## src/rtl/ac97_frame_tx_if.sv

```systemverilog
// ac97_frame_tx_if: sample/command inputs and AC'97 link outputs of the frame serializer.
interface ac97_frame_tx_if #(
    parameter int PCM_W = 18
);
    logic [PCM_W-1:0] PCM_L;
    logic [PCM_W-1:0] PCM_R;
    logic             PCM_EN;
    logic             CMD_VALID;
    logic [6:0]       CMD_ADDR;
    logic [15:0]      CMD_DATA;
    logic             CMD_READY;
    logic             CMD_SENT;
    logic             FRAME_SIG;
    logic             SYNC;
    logic             SDATA_OUT;
    modport master (
        output PCM_L, PCM_R, PCM_EN, CMD_VALID, CMD_ADDR, CMD_DATA,
        input  CMD_READY, CMD_SENT, FRAME_SIG, SYNC, SDATA_OUT
    );
    modport slave (
        input  PCM_L, PCM_R, PCM_EN, CMD_VALID, CMD_ADDR, CMD_DATA,
        output CMD_READY, CMD_SENT, FRAME_SIG, SYNC, SDATA_OUT
    );
endinterface

```

## src/rtl/ac97_frame_tx.sv

```systemverilog
// ac97_frame_tx: builds the 256-bit AC'97 output frame, drives SYNC/SDATA_OUT and pulses FRAME_SIG per frame.
module ac97_frame_tx #(
    parameter int PCM_W = 18
) (
    input logic BIT_CLK,
    input logic RESET,
    ac97_frame_tx_if.slave bus
);
    localparam int PAD = 20 - PCM_W;
    logic [7:0]   bit_count;
    logic [255:0] shift_reg;
    logic [255:0] frame;
    logic         pend;
    logic         frame_cmd;
    logic [6:0]   pend_addr;
    logic [15:0]  pend_data;
    logic         load;
    logic         accept;
    logic         cmd_now;
    logic [6:0]   addr;
    logic [15:0]  data;
    logic [15:0]  tag;
    logic [19:0]  slot1;
    logic [19:0]  slot2;
    logic [19:0]  slot3;
    logic [19:0]  slot4;
    // A command accepted on the load edge itself bypasses the pending register.
    always_comb begin
        load    = bit_count == 8'd255;
        accept  = bus.CMD_VALID & bus.CMD_READY;
        cmd_now = pend | accept;
        addr    = pend ? pend_addr : bus.CMD_ADDR;
        data    = pend ? pend_data : bus.CMD_DATA;
        tag     = {1'b1, {2{cmd_now}}, {2{bus.PCM_EN}}, 11'b0};
        slot1   = cmd_now ? {1'b0, addr, 12'b0} : '0;
        slot2   = cmd_now ? {data, 4'b0} : '0;
        slot3   = bus.PCM_EN ? 20'(bus.PCM_L) << PAD : '0;
        slot4   = bus.PCM_EN ? 20'(bus.PCM_R) << PAD : '0;
        frame   = {tag, slot1, slot2, slot3, slot4, 160'b0};
    end
    always_ff @(posedge BIT_CLK) begin
        if (RESET) begin
            bit_count     <= '0;
            shift_reg     <= '0;
            pend          <= 1'b0;
            frame_cmd     <= 1'b0;
            pend_addr     <= '0;
            pend_data     <= '0;
            bus.SDATA_OUT <= 1'b0;
            bus.SYNC      <= 1'b0;
            bus.FRAME_SIG <= 1'b0;
            bus.CMD_SENT  <= 1'b0;
            bus.CMD_READY <= 1'b0;
        end else begin
            bit_count                  <= bit_count + 8'd1;
            {bus.SDATA_OUT, shift_reg} <= load ? {frame, 1'b0} : {shift_reg, 1'b0};
            bus.SYNC                   <= load | (bus.SYNC & (bit_count < 8'd15));
            bus.FRAME_SIG              <= bit_count == 8'd254;
            bus.CMD_SENT               <= frame_cmd & (bit_count == 8'd55);
            bus.CMD_READY              <= load | ~cmd_now;
            pend                       <= ~load & cmd_now;
            if (load)
                frame_cmd <= cmd_now;
            if (accept) begin
                pend_addr <= bus.CMD_ADDR;
                pend_data <= bus.CMD_DATA;
            end
        end
    end
endmodule

```

## src/flat_wrapper.sv

```systemverilog
// flat-port wrapper written by rule: the top's interface ports become plain ports
module ac97_frame_tx_flat 
#(
    parameter int PCM_W = 18
)
  (BIT_CLK, RESET, bus_PCM_L, bus_PCM_R, bus_PCM_EN, bus_CMD_VALID, bus_CMD_ADDR, bus_CMD_DATA, bus_CMD_READY, bus_CMD_SENT, bus_FRAME_SIG, bus_SYNC, bus_SDATA_OUT);
  ac97_frame_tx_if #(.PCM_W(PCM_W)) bus_i ();
  input logic BIT_CLK;
  input logic RESET;
  input wire logic [$bits(bus_i.PCM_L)-1:0] bus_PCM_L;
  input wire logic [$bits(bus_i.PCM_R)-1:0] bus_PCM_R;
  input wire logic [$bits(bus_i.PCM_EN)-1:0] bus_PCM_EN;
  input wire logic [$bits(bus_i.CMD_VALID)-1:0] bus_CMD_VALID;
  input wire logic [$bits(bus_i.CMD_ADDR)-1:0] bus_CMD_ADDR;
  input wire logic [$bits(bus_i.CMD_DATA)-1:0] bus_CMD_DATA;
  output wire logic [$bits(bus_i.CMD_READY)-1:0] bus_CMD_READY;
  output wire logic [$bits(bus_i.CMD_SENT)-1:0] bus_CMD_SENT;
  output wire logic [$bits(bus_i.FRAME_SIG)-1:0] bus_FRAME_SIG;
  output wire logic [$bits(bus_i.SYNC)-1:0] bus_SYNC;
  output wire logic [$bits(bus_i.SDATA_OUT)-1:0] bus_SDATA_OUT;
  assign bus_i.PCM_L = bus_PCM_L;
  assign bus_i.PCM_R = bus_PCM_R;
  assign bus_i.PCM_EN = bus_PCM_EN;
  assign bus_i.CMD_VALID = bus_CMD_VALID;
  assign bus_i.CMD_ADDR = bus_CMD_ADDR;
  assign bus_i.CMD_DATA = bus_CMD_DATA;
  assign bus_CMD_READY = bus_i.CMD_READY;
  assign bus_CMD_SENT = bus_i.CMD_SENT;
  assign bus_FRAME_SIG = bus_i.FRAME_SIG;
  assign bus_SYNC = bus_i.SYNC;
  assign bus_SDATA_OUT = bus_i.SDATA_OUT;
  ac97_frame_tx #(.PCM_W(PCM_W)) u_core (.BIT_CLK(BIT_CLK), .RESET(RESET), .bus(bus_i));
endmodule
```

## config.mk

```make
export PLATFORM = sky130hd
export DESIGN_NAME = ac97_frame_tx_flat
export DESIGN_NICKNAME = d
export VERILOG_FILES = /design/src/rtl/ac97_frame_tx_if.sv /design/src/rtl/ac97_frame_tx.sv /design/src/flat_wrapper.sv
export SDC_FILE = /design/constraint.sdc
export NUM_CORES = 1
export LEC_CHECK = 0
export ABC_AREA = 0
export CELL_PAD_IN_SITES_DETAIL_PLACEMENT = 0
export CELL_PAD_IN_SITES_GLOBAL_PLACEMENT = 1
export CORE_MARGIN = 5
export CORE_UTILIZATION = 45
export CTS_CLUSTER_SIZE = 24
export DETAILED_ROUTE_END_ITERATION = 12
export PLACE_DENSITY = 0.88
export SLEW_MARGIN = 20
export SYNTH_ARGS = -nofsm -noshare
export SYNTH_HDL_FRONTEND = slang
export SYNTH_SLANG_ARGS = --single-unit
```

## constraint.sdc

```tcl
create_clock -name BIT_CLK -period 2.3 [get_ports BIT_CLK]
set_input_delay 0.46 -clock BIT_CLK [delete_from_list [all_inputs] [get_ports BIT_CLK]]
set_output_delay 0.46 -clock BIT_CLK [all_outputs]
set_load 0.05 [all_outputs]
```

==> out/qor.csv <==
stage,metric,value,unit
status,status,"finished, final reports clean",
final_layout,max FFs per register,93,
floorplanning,I/O pin count,68,
clock_tree,CTS tree,built,
clock_tree,Hold Buf Count CTS,0,
routing,Routed Antenna Nets,0,
timing,Max-slew headroom,41.1,%
routing,drt pass-1 iters,4,
placement,cell count after placement,712,
critical_path,Worst path slowest cell,clkdlybuf4s50_1,
timing,final tally of max-slew violations,0,
timing,RSZ-0062 raised after global routing,no,
power_and_ir_drop,sw frac,24.4,%
critical_path,"Critical Path, Cell by Cell",clkdlybuf4s50_1,
routing,Routed WL,10.5,mm
synth,synthesized chip area reported by yosys,5170,µm²
placement,Port Buf Inserts,67,
synth,"Seq share, synth",50.7,%
critical_path,crit path DAT,1600,ps
power_and_ir_drop,Clock Power Share,49.2,%
floorplanning,Die Y,117,µm
floorplanning,Chip Width,117,µm
floorplanning,number of core rows,39,
timing,achievable clock frequency,486,MHz
synth,Synth Area per Inst,9.55,µm²
timing,endpoints failing hold,0,
==> cells in the mapped netlist (3+ instances only) <==
cell,instances,area (µm²)
nor2_1,8,30.0
nand4_1,35,219
buf_1,9,33.8
and2_1,32,200
buf_4,5,37.5
clkbuf_1,18,67.6
o21ai_0,38,190
o21a_1,3,22.5
clkbuf_2,3,15.0
buf_2,11,55.1
dfxtp_1,131,2620
nand3b_1,23,173
a311oi_2,22,330
nor3_1,3,15.0
nand2_1,73,274
a21oi_2,22,193
buf_6,5,56.3
a21oi_1,68,340
nand3_1,5,25.0
==> layout make-up <==
class	count	area, µm²	share of cell area [%]
clock buffer	17	425	6.67
clock inverter	15	139	2.18
inverter	2	7.51	0.118
multi-input combinational	354	2210	34.7
sequential	131	2620	41.1
tap	143	179	2.81
timing repair buffer	82	793	12.4
==> metrics by stage <==
stage | utilization [%] | worst slack, ps | cell area [µm²] | total power [µW]
6_report | 56.3 | 243 | 6380 | 5110
5_1_grt | 56.3 | 183 | 6380 | 5310
4_1_cts | 56.3 | 216 | 6380 | 5170
3_5_place_dp | 51.3 | 425 | 5810 | 2650
3_3_place_gp | 51.3 | 482 | 5810 | 2640
2_1_floorplan | - | 697 | 5170 | 2500
==> cell usage in the layout, fill, tap and decap left out, types with 2 or more instances in the layout <==
| master | synthesis | final |
|---|---|---|
| a21oi_1 | 68 | 68 |
| a21oi_2 | 22 | 22 |
| a311oi_2 | 22 | 22 |
| and2_1 | 32 | 32 |
| buf_4 | 5 | 15 |
| clkbuf_16 | 0 | 17 |
| clkdlybuf4s50_1 | 0 | 66 |
| clkinv_4 | 0 | 2 |
| clkinvlp_4 | 0 | 4 |
| dfxtp_1 | 131 | 131 |
| ha_1 | 2 | 2 |
| inv_1 | 2 | 2 |
| inv_6 | 0 | 4 |
| inv_8 | 0 | 5 |
| nand2_1 | 73 | 73 |
| nand3_1 | 5 | 5 |
| nand3b_1 | 23 | 23 |
| nand4_1 | 35 | 35 |
| nor2_1 | 8 | 8 |
| nor3_1 | 3 | 3 |
| o21a_1 | 3 | 3 |
| o21ai_0 | 38 | 38 |
| or3_1 | 2 | 2 |
| xor2_1 | 2 | 2 |
==> worst reg2reg max path, delay by kind of cell (launching register included) <==
family | cells | cell delay (ps)
flip-flops | 1 | 340
AND/OR/NAND/NOR | 2 | 430
adder cells (fa/ha/maj) | 1 | 290
AND-OR/OR-AND | 1 | 700
==> worst paths after layout <==
kind	start	to	slack [ps]	cells after the start
worst max-delay path	u_core.bus.CMD_READY$_SDFF_PP0_	bus_CMD_READY	240	1
worst min register to register	u_core.shift_reg[220]$_SDFF_PP0_	u_core.shift_reg[221]$_SDFF_PP0_	430	1
worst min-delay path	RESET	u_core.bit_count[1]$_SDFF_PP0_	320	2
worst max register to register	u_core.bit_count[0]$_SDFF_PP0_	u_core.shift_reg[203]$_SDFF_PP0_	470	4
==> per-layer routing <==
| layer | global-route usage, % | vias up | share of wire (%) |
|---|---|---|---|
| met5 | 0 | - | 0 |
| met3 | 4.16 | 15 | 5.4 |
| met2 | 25.2 | 95 | 48 |
| met1 | 20.5 | 1856 | 45 |
| met4 | 5.96 | 0 | 1.5 |
| li1 | - | 2011 | - |
pinout.png
(4 px per µm) Pins as bars across the die edge, other pins in gray.
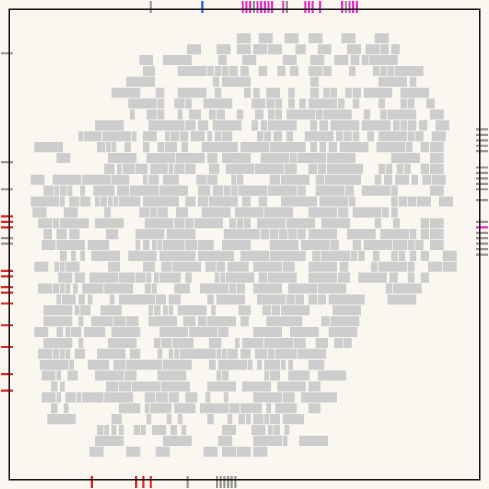
bus_CMD_DATA: drawn in red, pins 16, direction input, edge 12 left, 4 bottom. bus_CMD_SENT: drawn in blue, pins 1, direction output, edge top. bus_PCM_R: drawn in magenta, pins 18, direction input, edge 17 top, 1 right.
All pins by edge: 22 top, 18 right, 17 left, 11 bottom.

placed.png
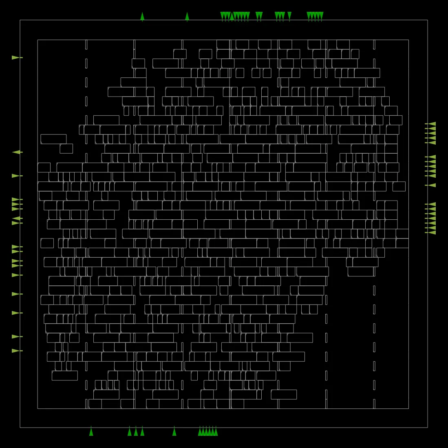
flop count: 131
Placeable Area: 11,300 µm²
fraction of area in registers: 41.1%
fin cells: 744

sizing.png
(4 px per µm)
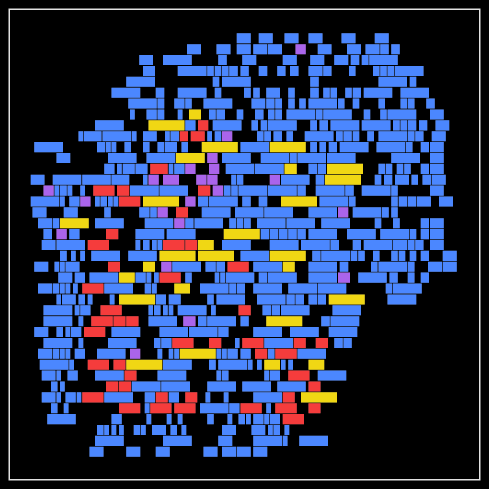
x1 and smaller: drawn in blue, cells 503, most used dfxtp_1. x6 and larger: drawn in yellow, cells 28, most used clkbuf_16. x3 and x4: drawn in purple, cells 22, most used buf_4. x2: drawn in red, cells 48.

Power and IR drop assume default switching activity.
